`src/rtl/control_unit.sv`:
```
// Instruction sequencer for the 8-bit register-file/ALU datapath.
// Fetches 16-bit words from synchronous imem and runs each in FETCH/DECODE/EXEC.
module control_unit (
    input  logic        clk,
    input  logic        rst_n,
    input  logic        start,
    output logic [7:0]  imem_addr,
    output logic        imem_en,
    input  logic [15:0] imem_data,
    input  logic [7:0]  alu_result,
    input  logic        alu_zero,
    input  logic        alu_carry,
    output logic [3:0]  alu_opcode,
    output logic [3:0]  ra_addr,
    output logic [3:0]  rb_addr,
    output logic [3:0]  write_addr,
    output logic [7:0]  write_data,
    output logic        write_en,
    output logic        busy,
    output logic        halted
);

    // state    | meaning
    // S_IDLE   | waiting for start after reset
    // S_FETCH  | imem read of word at PC
    // S_DECODE | imem word captured into IR
    // S_EXEC   | IR drives datapath, PC advances
    // S_HALT   | stopped on HALT, PC at the HALT word
    typedef enum logic [2:0] {
        S_IDLE   = 3'd0,
        S_FETCH  = 3'd1,
        S_DECODE = 3'd2,
        S_EXEC   = 3'd3,
        S_HALT   = 3'd4
    } state_t;

    localparam logic [3:0] OP_LDI  = 4'hC;
    localparam logic [3:0] OP_JMP  = 4'hD;
    localparam logic [3:0] OP_BRZ  = 4'hE;
    localparam logic [3:0] OP_HALT = 4'hF;

    state_t      state_q, state_d;
    logic [7:0]  pc_q, pc_d;
    logic [15:0] ir_q, ir_d;
    logic        flag_z_q, flag_z_d;
    logic        flag_c_q, flag_c_d;

    logic [3:0] ir_op;
    logic [3:0] ir_rd;
    logic [3:0] ir_ra;
    logic [3:0] ir_rb;
    logic [7:0] ir_imm;
    logic       ir_is_alu;

    assign ir_op     = ir_q[15:12];
    assign ir_rd     = ir_q[11:8];
    assign ir_ra     = ir_q[7:4];
    assign ir_rb     = ir_q[3:0];
    assign ir_imm    = ir_q[7:0];
    assign ir_is_alu = (ir_op < OP_LDI);

    always_ff @(posedge clk or negedge rst_n) begin
        if (!rst_n) begin
            state_q  <= S_IDLE;
            pc_q     <= 8'h00;
            ir_q     <= 16'h0000;
            flag_z_q <= 1'b0;
            flag_c_q <= 1'b0;
        end else begin
            state_q  <= state_d;
            pc_q     <= pc_d;
            ir_q     <= ir_d;
            flag_z_q <= flag_z_d;
            flag_c_q <= flag_c_d;
        end
    end

    always_comb begin
        state_d  = state_q;
        pc_d     = pc_q;
        ir_d     = ir_q;
        flag_z_d = flag_z_q;
        flag_c_d = flag_c_q;
        case (state_q)
            S_IDLE: begin
                if (start) begin
                    state_d = S_FETCH;
                    pc_d    = 8'h00;
                end
            end
            S_FETCH: begin
                state_d = S_DECODE;
            end
            S_DECODE: begin
                ir_d    = imem_data;
                state_d = S_EXEC;
            end
            S_EXEC: begin
                state_d = S_FETCH;
                pc_d    = pc_q + 8'd1;
                if (ir_is_alu) begin
                    flag_z_d = alu_zero;
                    flag_c_d = alu_carry;
                end
                case (ir_op)
                    OP_JMP: pc_d = ir_imm;
                    OP_BRZ: begin
                        if (flag_z_q) begin
                            pc_d = ir_imm;
                        end
                    end
                    OP_HALT: begin
                        pc_d    = pc_q;
                        state_d = S_HALT;
                    end
                    default: ;
                endcase
            end
            S_HALT: begin
                if (start) begin
                    state_d  = S_FETCH;
                    pc_d     = 8'h00;
                    flag_z_d = 1'b0;
                    flag_c_d = 1'b0;
                end
            end
            default: state_d = S_IDLE;
        endcase
    end

    // Datapath controls are decoded purely from state and IR, so an async
    // reset during EXEC removes write_en before the next edge.
    always_comb begin
        imem_addr  = pc_q;
        imem_en    = (state_q == S_FETCH);
        busy       = (state_q == S_FETCH) || (state_q == S_DECODE) || (state_q == S_EXEC);
        halted     = (state_q == S_HALT);
        alu_opcode = 4'h0;
        ra_addr    = 4'h0;
        rb_addr    = 4'h0;
        write_addr = 4'h0;
        write_data = 8'h00;
        write_en   = 1'b0;
        if (state_q == S_EXEC) begin
            if (ir_is_alu) begin
                alu_opcode = ir_op;
                ra_addr    = ir_ra;
                rb_addr    = ir_rb;
                write_addr = ir_rd;
                write_data = alu_result;
                write_en   = 1'b1;
            end else if (ir_op == OP_LDI) begin
                write_addr = ir_rd;
                write_data = ir_imm;
                write_en   = 1'b1;
            end
        end
    end

endmodule
```
`config.mk`:
```
export PLATFORM = sky130hd
export DESIGN_NAME = control_unit
export DESIGN_NICKNAME = d
export VERILOG_FILES = /design/src/rtl/control_unit.sv
export SDC_FILE = /design/constraint.sdc
export NUM_CORES = 1
export LEC_CHECK = 0
export CORE_ASPECT_RATIO = 0.8
export CORE_MARGIN = 4
export CORE_UTILIZATION = 44
export CTS_CLUSTER_SIZE = 14
export DETAILED_ROUTE_END_ITERATION = 7
export PLACE_DENSITY_LB_ADDON = 0.08
export SETUP_SLACK_MARGIN = 0.1
export SLEW_MARGIN = 5
export SYNTH_ARGS = -nofsm -noshare
export SYNTH_HDL_FRONTEND = slang
export SYNTH_SLANG_ARGS = --single-unit
export TNS_END_PERCENT = 50
```
`constraint.sdc`:
```
create_clock -name clk -period 1.91 [get_ports clk]
set_input_delay 0.382 -clock clk [delete_from_list [all_inputs] [get_ports clk]]
set_output_delay 0.382 -clock clk [all_outputs]
set_load 0.01 [all_outputs]
```
Run 1, port wiring:
Scale: 6 px per um.
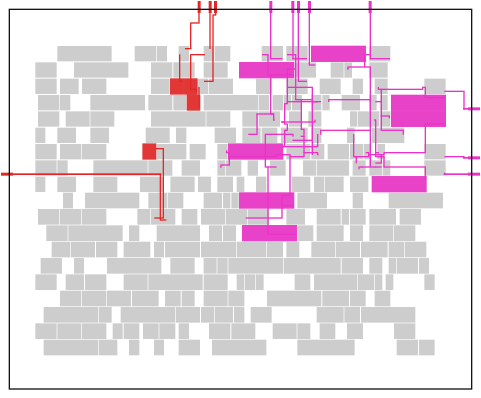
port	colour	bits	direction	edge	end cells	wire
ra_addr	red	4	output	3 north, 1 west	4	93.3 um
imem_addr	magenta	8	output	5 north, 3 east	8	357 um
I/O Buffers: 63
total I/O pin count: 65

Run 1, routing congestion map:
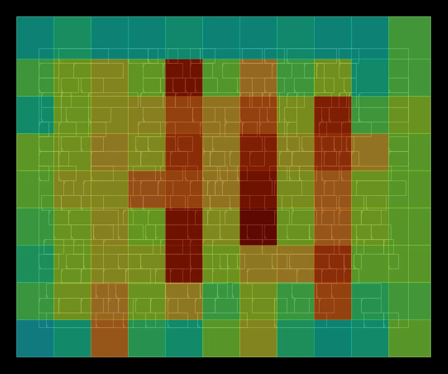
GRT Util Overall: 22.4%
Final Util: 73.1%
M2 GR Usage: 38.0%
grt met1 use: 27.1%
GRT Max-Usage Layer: met2

Run 1, signal metal coverage by tile:
Scale: 4 px per um. The die is cut into 15 by 13 equal tiles; white is low, dark blue is high, scaled to the fullest tile. Values are wire area over tile area, all layers added.
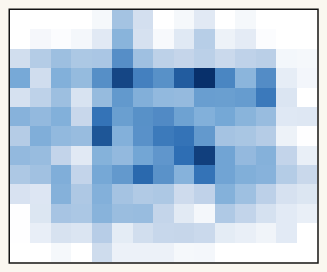
nearly empty tiles	14%
densest ninth of the die	centre
mean over tiles	0.18
tiles over half the peak	19%
total number of vias: 1651
routed wire length: 5.27 mm

Run 1, clock distribution:
Scale: 6 px per um.
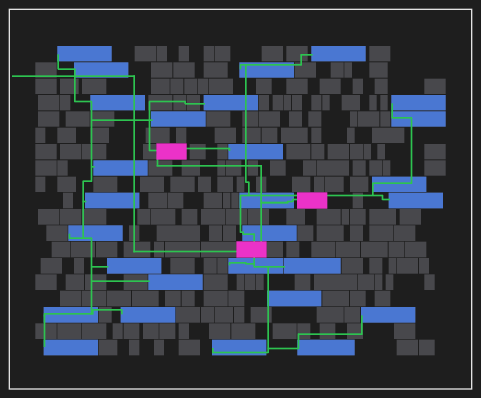
[clock-net drivers] magenta | count: 3
[clock wires] green | length: 393 um
[flip-flops] blue | count: 28
flops lie	spread over the die
Clock Skew: 0.00940 ns
Late-Pin Clk Latency: 0.28 ns

==> qor.csv, run 1 <==
metric,value,unit
CTS tree,yes,
Post-CTS Hold Fix Bufs,0,
"Seq share, synth",42.0,%
"area leader, netlist",dfrtp_1,
post-layout total power,4040,uW
n_diodes,0,
worst slew pin tran,0.370,ns
TritonRoute pass-1 iters,4,
Final Instance Count excl. Fillers,290,
Num CTS Buffers,3,
WHS,0.469,ns
Hold Path Class,input pin to asynchronous set/reset pin,
Floorplan Utilization,47.1,%
most frequent logic cell in the layout,clkdlybuf4s50_1,
post-DR wirelength/cell,18.2,um
Top cell area share,42.0,%
Max-Slew Margin vs Limit,75.3,%
Row Count,19,
most common flop cell mapped by yosys,dfrtp_1,
initial DRC count,147,
fraction of power spent switching nets,41.2,%
Post-synth EDFFs,0,
Peak supply drop,0.829,mV
# nets final,280,
vias in the first global route,1732,
"Adder Share, Synth",0.751,%
"Distinct cells, synth",45,
Synth top cells by count,"dfrtp_1, mux2_2, nand2_1, and3_1, a22o_1",
"XOR Share, Synth",0.526,%
synthesized net count,189,
pre-CTS WS,-0.151,ns
"top comb family, area",simple AND/OR/NAND/NOR gates,
pwr/cell area,1560,nW/um^2
P_int,2380,uW
# Cells Yosys,159,
Area Growth Syn to Fin,55.3,%
Die Area,4840,sq um
largest reg by FF count,ir_q,
largest net degree at the start of global routing,29,
Top Layout Cells,"clkdlybuf4s50_1, dfrtp_1, buf_4",
Final Hold Fails,0,
antenna-violating nets left,0,
hpwl dp,3.63,mm
leakage power,0.00122,uW
outcome,"complete, but fails checks",
Clock power frac,8.2,%
asr flop ratio synth,100,%
Startpoint Class,flip-flop,
Synth Area in Compound Gates,18.5,%
clock-pin transition on the worst setup and hold timing paths,0.10,ns
simple share,21.7,%
Final setup viols,12,
failing checks,negative setup slack,
Worst Setup Path Type,flip-flop to output pin,
Cells after Synth,159,
# fillers,256,
max-slew violation count,0,
Critical-path top delay cell,dfrtp_1,
share of cells above drive strength 1,43.1,%
antenna violations before repair,0,
worst reg-to-reg setup slack,0.16,ns
global-route wire length before repair,8.61,mm
Die Y,63.0,um
GPL Wtd Cong,0.851,
Max-Cap Viols,0,
"Max FO, Critical Path",8,
WP buf/inv,2,
final worst slack,-0.0560,ns
crit path DAT,1.58,ns
min cycle time layout,1.97,ns
# DRC,0,
fmax,509,MHz
sequential group share of total power,29.5,%
Syn Area/Cell,10.5,sq um
Mapped Area,1670,sq um
clock root buffer,clkbuf_8,
Final period util,103,%
"top cells, area","dfrtp_1, mux2_2, a22o_1",
Vias/cell,5.69,
max reg flops,16,
slowest cell delay on critical path,0.40,ns
CP cell instances,or2_4 -> nor3_4 -> buf_12 -> a22o_1 -> buf_2,
core area,3540,sq um
Post-synth mux share,11.9,%
Placed Cells incl. Taps,274,
tool warning count,29,
yosys stat area,1670,sq um
Synth Register Bits,28,
Yosys top cell by instances,dfrtp_1,
Die W,76.8,um
synth warn,0,
clock buffer depth,2,
H-tree levels,1,
GRT overflow,0,
setup repair after global routing missed its margin,true,
crit path capture type,output pin,
crit path DRT,1.53,ns
clock sink count,28,
critical path's top delay family,simple AND/OR/NAND/NOR gates,
Psw,1670,uW
Comb pwr share,62.3,%
[run 1: repair_timing]
| item | in CTS | in global routing |
|---|---|---|
| cloned | 1 | 1 |
| setup buffers | 9 | 3 |
| pin swaps | 13 | 9 |
| endpoints found under the setup margin | 28 | 36 |
| resized | 117 | 30 |
[run 1: worst paths after layout]
check                           cells after the start        from            end
worst min-delay path                                2       rst_n     state_q[2]
max in group asynchronous                           2       rst_n     state_q[0]
worst max-delay path                                5    ir_q[12]  write_data[7]
worst max register to register                      8  state_q[2]   imem_addr[7]
min in group clk                                    1     ir_q[8]        ir_q[8]
worst min register to register                      1     ir_q[8]        ir_q[8]
[run 1: power by group through the flow]
stage / Combinational [uW] / Sequential, uW / Clock [uW]
after floorplan: 1290 / 1110 / 0
after global placement: 2180 / 1140 / 0
after detailed placement: 2250 / 1160 / 0
after CTS: 2330 / 1180 / 341
after global routing: 2700 / 1240 / 363
final: 2520 / 1190 / 333
[run 1: metal layers]
layer  part of all wire [%]  global-route usage, %  vias up
met1                     42                   27.1      804
met3                    7.9                   6.34        9
li1                       -                      -      775
met4                    1.6                   7.47        0
met5                      0                      0        -
met2                     48                   38.0       63
[run 1: area by class of cell]
class	count	area, sq um	share of cell area (%)
Timing Repair Buffer	93	798	30.8
Sequential cell	28	703	27.2
Multi-Input combinational cell	118	971	37.5
Tap cell	42	52.6	2.03
Inverter	6	22.5	0.870
Clock buffer	3	41.3	1.59
[run 1: stage by stage]
stage / setup TNS (ns) / area (sq um) / util (%)
floorplan: 0 / 1670 / -
global placement: -2.04 / 2450 / 69.1
detailed placement: -2.42 / 2450 / 69.1
CTS: -0.539 / 2520 / 71.0
global route: -1.16 / 2590 / 73.1
finish: -0.405 / 2590 / 73.1
==> inputs of run 2 (changes only) <==
GPL_ROUTABILITY_DRIVEN = 0   (was default)
GPL_TIMING_DRIVEN = 0   (was default)
SETUP_SLACK_MARGIN = 0.2   (was 0.1)
==> qor.csv, run 2 <==
metric,value,unit,change
Vias/cell,5.65,,was 5.69
Die Y,63.0,um,unchanged
Yosys top cell by instances,dfrtp_1,,unchanged
post-DR wirelength/cell,18.4,um,was 18.2 um
Seq. pwr,1210,uW,was 1190 uW
fmax,498,MHz,was 509 MHz
"Max FO, Critical Path",8,,unchanged
Die W,76.8,um,unchanged
sequential group share of total power,28.4,%,was 29.5%
total I/O pin count,65,,unchanged
Placed Cells incl. Taps,264,,was 274
routed length on met2,2.43,mm,was 2.55 mm
I/O Buffers,63,,unchanged
"Adder Share, Synth",0.751,%,unchanged
Top cell area share,42.0,%,unchanged
Final Hold Fails,0,,unchanged
# DRC,0,,unchanged
GRT overflow,0,,unchanged
# nets final,274,,was 280
TritonRoute pass-1 iters,4,,unchanged
"top comb family, area",simple AND/OR/NAND/NOR gates,,unchanged
comb pwr,2570,uW,was 2520 uW
max-slew violation count,0,,unchanged
asr flop ratio synth,100,%,unchanged
hpwl dp,3.50,mm,was 3.63 mm
most common flop cell mapped by yosys,dfrtp_1,,unchanged
share of cells above drive strength 1,46.1,%,was 43.1%
Startpoint Class,flip-flop,,unchanged
largest net degree at the start of global routing,29,,unchanged
Synth top cells by count,"dfrtp_1, mux2_2, nand2_1, and3_1, a22o_1",,unchanged
H-tree levels,1,,unchanged
Peak supply drop,0.822,mV,was 0.829 mV
vias in the first global route,1568,,was 1732
Worst Setup Path Type,flip-flop to output pin,,unchanged
synth warn,0,,unchanged
CTS tree,yes,,unchanged
top routing layer in use,met4,,unchanged
tool warning count,29,,unchanged
crit path capture type,output pin,,unchanged
Synth Register Bits,28,,unchanged
Top power group,combinational cells,,unchanged
Sum Neg Setup Slack,-0.708,ns,was -0.405 ns
GRT Util Overall,20.4,%,was 22.4%
min cycle time layout,2.01,ns,was 1.97 ns
P_int,2540,uW,was 2380 uW
crit path DRT,1.53,ns,about the same
total number of vias,1610,,was 1651
Top Layout Cells,"clkdlybuf4s50_1, dfrtp_1, buf_2",,"was clkdlybuf4s50_1, dfrtp_1, buf_4"
Late-Pin Clk Latency,0.28,ns,about the same
post-layout total power,4260,uW,was 4040 uW
core area,3540,sq um,unchanged
Num CTS Buffers,3,,unchanged
failing checks,negative setup slack,,unchanged
clock-pin transition on the worst setup and hold timing paths,0.11,ns,was 0.10 ns
Max-Cap Viols,0,,unchanged
DRT met1 WL,2.30,mm,was 2.22 mm
Post-synth EDFFs,0,,unchanged
crit path DAT,1.63,ns,was 1.58 ns
worst slew pin tran,0.653,ns,was 0.370 ns
Final setup viols,8,,was 12
pwr/cell area,1610,nW/um^2,was 1560 nW/um^2
Row Count,19,,unchanged
clock buffer depth,2,,unchanged
synthesized net count,189,,unchanged
clock sink count,28,,unchanged
# fillers,238,,was 256
fraction of power spent switching nets,40.5,%,was 41.2%
setup repair after global routing missed its margin,true,,unchanged
WHS,0.109,ns,was 0.469 ns
Post-synth mux share,11.9,%,unchanged
Area Growth Syn to Fin,58.9,%,was 55.3%
antenna violations before repair,0,,unchanged
"XOR Share, Synth",0.526,%,unchanged
Final period util,105,%,was 103%
Syn Area/Cell,10.5,sq um,unchanged
Mapped Area,1670,sq um,unchanged
outcome,"complete, but fails checks",,unchanged
"top cells, area","dfrtp_1, mux2_2, a22o_1",,unchanged
"Seq share, synth",42.0,%,unchanged
"Distinct cells, synth",45,,unchanged
initial DRC count,89,,was 147
Max-Slew Margin vs Limit,56.5,%,was 75.3%
Die Area,4840,sq um,unchanged
routed wire length,5.23,mm,was 5.27 mm
clock root buffer,clkbuf_8,,unchanged
largest reg by FF count,ir_q,,unchanged
yosys stat area,1670,sq um,unchanged
WL met3,453,um,was 419 um
Floorplan Utilization,47.1,%,unchanged
Psw,1730,uW,was 1670 uW
simple share,21.7,%,unchanged
Cells after Synth,159,,unchanged
final worst slack,-0.0982,ns,was -0.0560 ns
"area leader, netlist",dfrtp_1,,unchanged
antenna-violating nets left,0,,unchanged
n_diodes,0,,unchanged
Synth Area in Compound Gates,18.5,%,unchanged
leakage power,0.00124,uW,was 0.00122 uW
global-route wire length before repair,7.97,mm,was 8.61 mm
max reg flops,16,,unchanged
# Cells Yosys,159,,unchanged
Hold Path Class,input pin to asynchronous set/reset pin,,unchanged
## run 2: cells by family after synthesis
family,after synthesis
AND/OR/NAND/NOR,59
XOR/XNOR,1
buffers and inverters,14
multiplexers,18
AND-OR/OR-AND,38
flip-flops,28
adder cells (fa/ha/maj),1
## run 2: area by class of cell
cell class                      count  area [sq um]  area share, %
Multi-Input combinational cell    118          1010           38.0
Sequential cell                    28           709           26.8
Timing Repair Buffer               79           694           26.2
Buffer                              8          90.1           3.40
Tap cell                           42          52.6           1.98
Clock buffer                        3          41.3           1.56
Clock inverter                      1          30.0           1.13
Inverter                            6          22.5          0.851
## run 2: timing repair
action	4_1_cts	5_1_grt
hold buffers	0	0
setup buffers	7	8
setup endpoints to repair	29	38
resized	125	49
pin swaps	7	19
gates cloned	1	1
## run 2: worst paths after layout
kind,slack (ns),startpoint,cells past startpoint,to
setup / recovery,-0.1,ir_q[13],6,write_data[4]
hold / removal,0.11,rst_n,1,ir_q[9]
setup reg to reg,0.18,ir_q[13],7,imem_addr[4]
hold reg to reg,0.51,ir_q[8],1,ir_q[8]
max in group asynchronous,1.33,rst_n,1,ir_q[15]
min in group clk,0.51,ir_q[8],1,ir_q[8]
## run 2: per-stage QoR
stage,setup slack [ns],area [sq um],util [%]
after global routing,-0.157,2650,74.7
final,-0.0982,2650,74.7
after floorplan,0.231,1670,-
after CTS,-0.167,2520,71.2
after global placement,-0.376,2350,66.3
after detailed placement,-0.423,2350,66.3
## run 2: worst max-delay path: stages (launching register included)
cell and delay (ns):
dfrtp_1 0.42, buf_6 0.13, or2_4 0.25, nor3_4 0.15
buf_12 0.14, a22o_1 0.12, buf_2 0.12
## run 2: metal layers
metal	vias to the layer above	GRT usage (%)
li1	755	-
met1	772	27.5
met2	76	33.4
met3	7	4.61
met4	0	4.07
met5	-	0
Run 2, clock distribution:
Scale: 6 px per um.
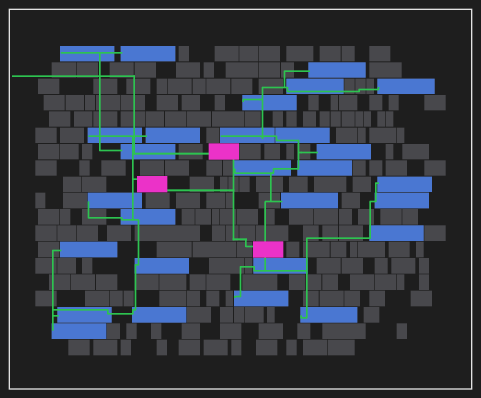
[flip-flops] blue | count: 28
[clock wires] green | length: 348 um
[clock-net drivers] magenta | count: 3
flops lie	spread over the die
Clock Skew: 0.0119 ns
Clock net power: 477 uW
Clock power frac: 11.2%

Run 2, gate families picked out:
Scale: 4 px per um.
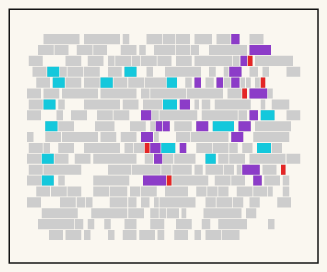
family	colour	cells
non-inverting ao/oa cells	cyan	15
aoi and oai cells	purple	23
inv cells	red	6
most frequent logic cell in the layout: clkdlybuf4s50_1
Comb area share: 38.0%
Final Instance Count excl. Fillers: 285

Run 2, port wiring:
Scale: 6 px per um.
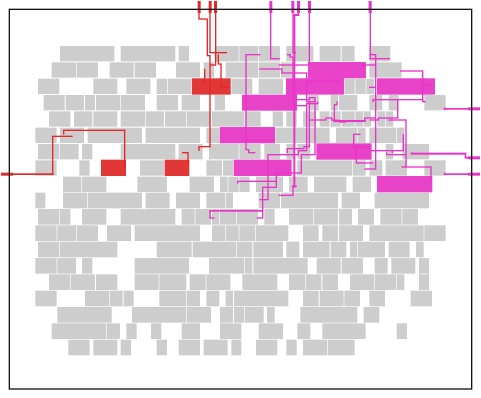
port	colour	bits	direction	edge	end cells	wire
imem_addr	magenta	8	output	5 north, 3 east	8	351 um
ra_addr	red	4	output	3 north, 1 west	4	92.4 um

Power is estimated from default activity; no workload was simulated.
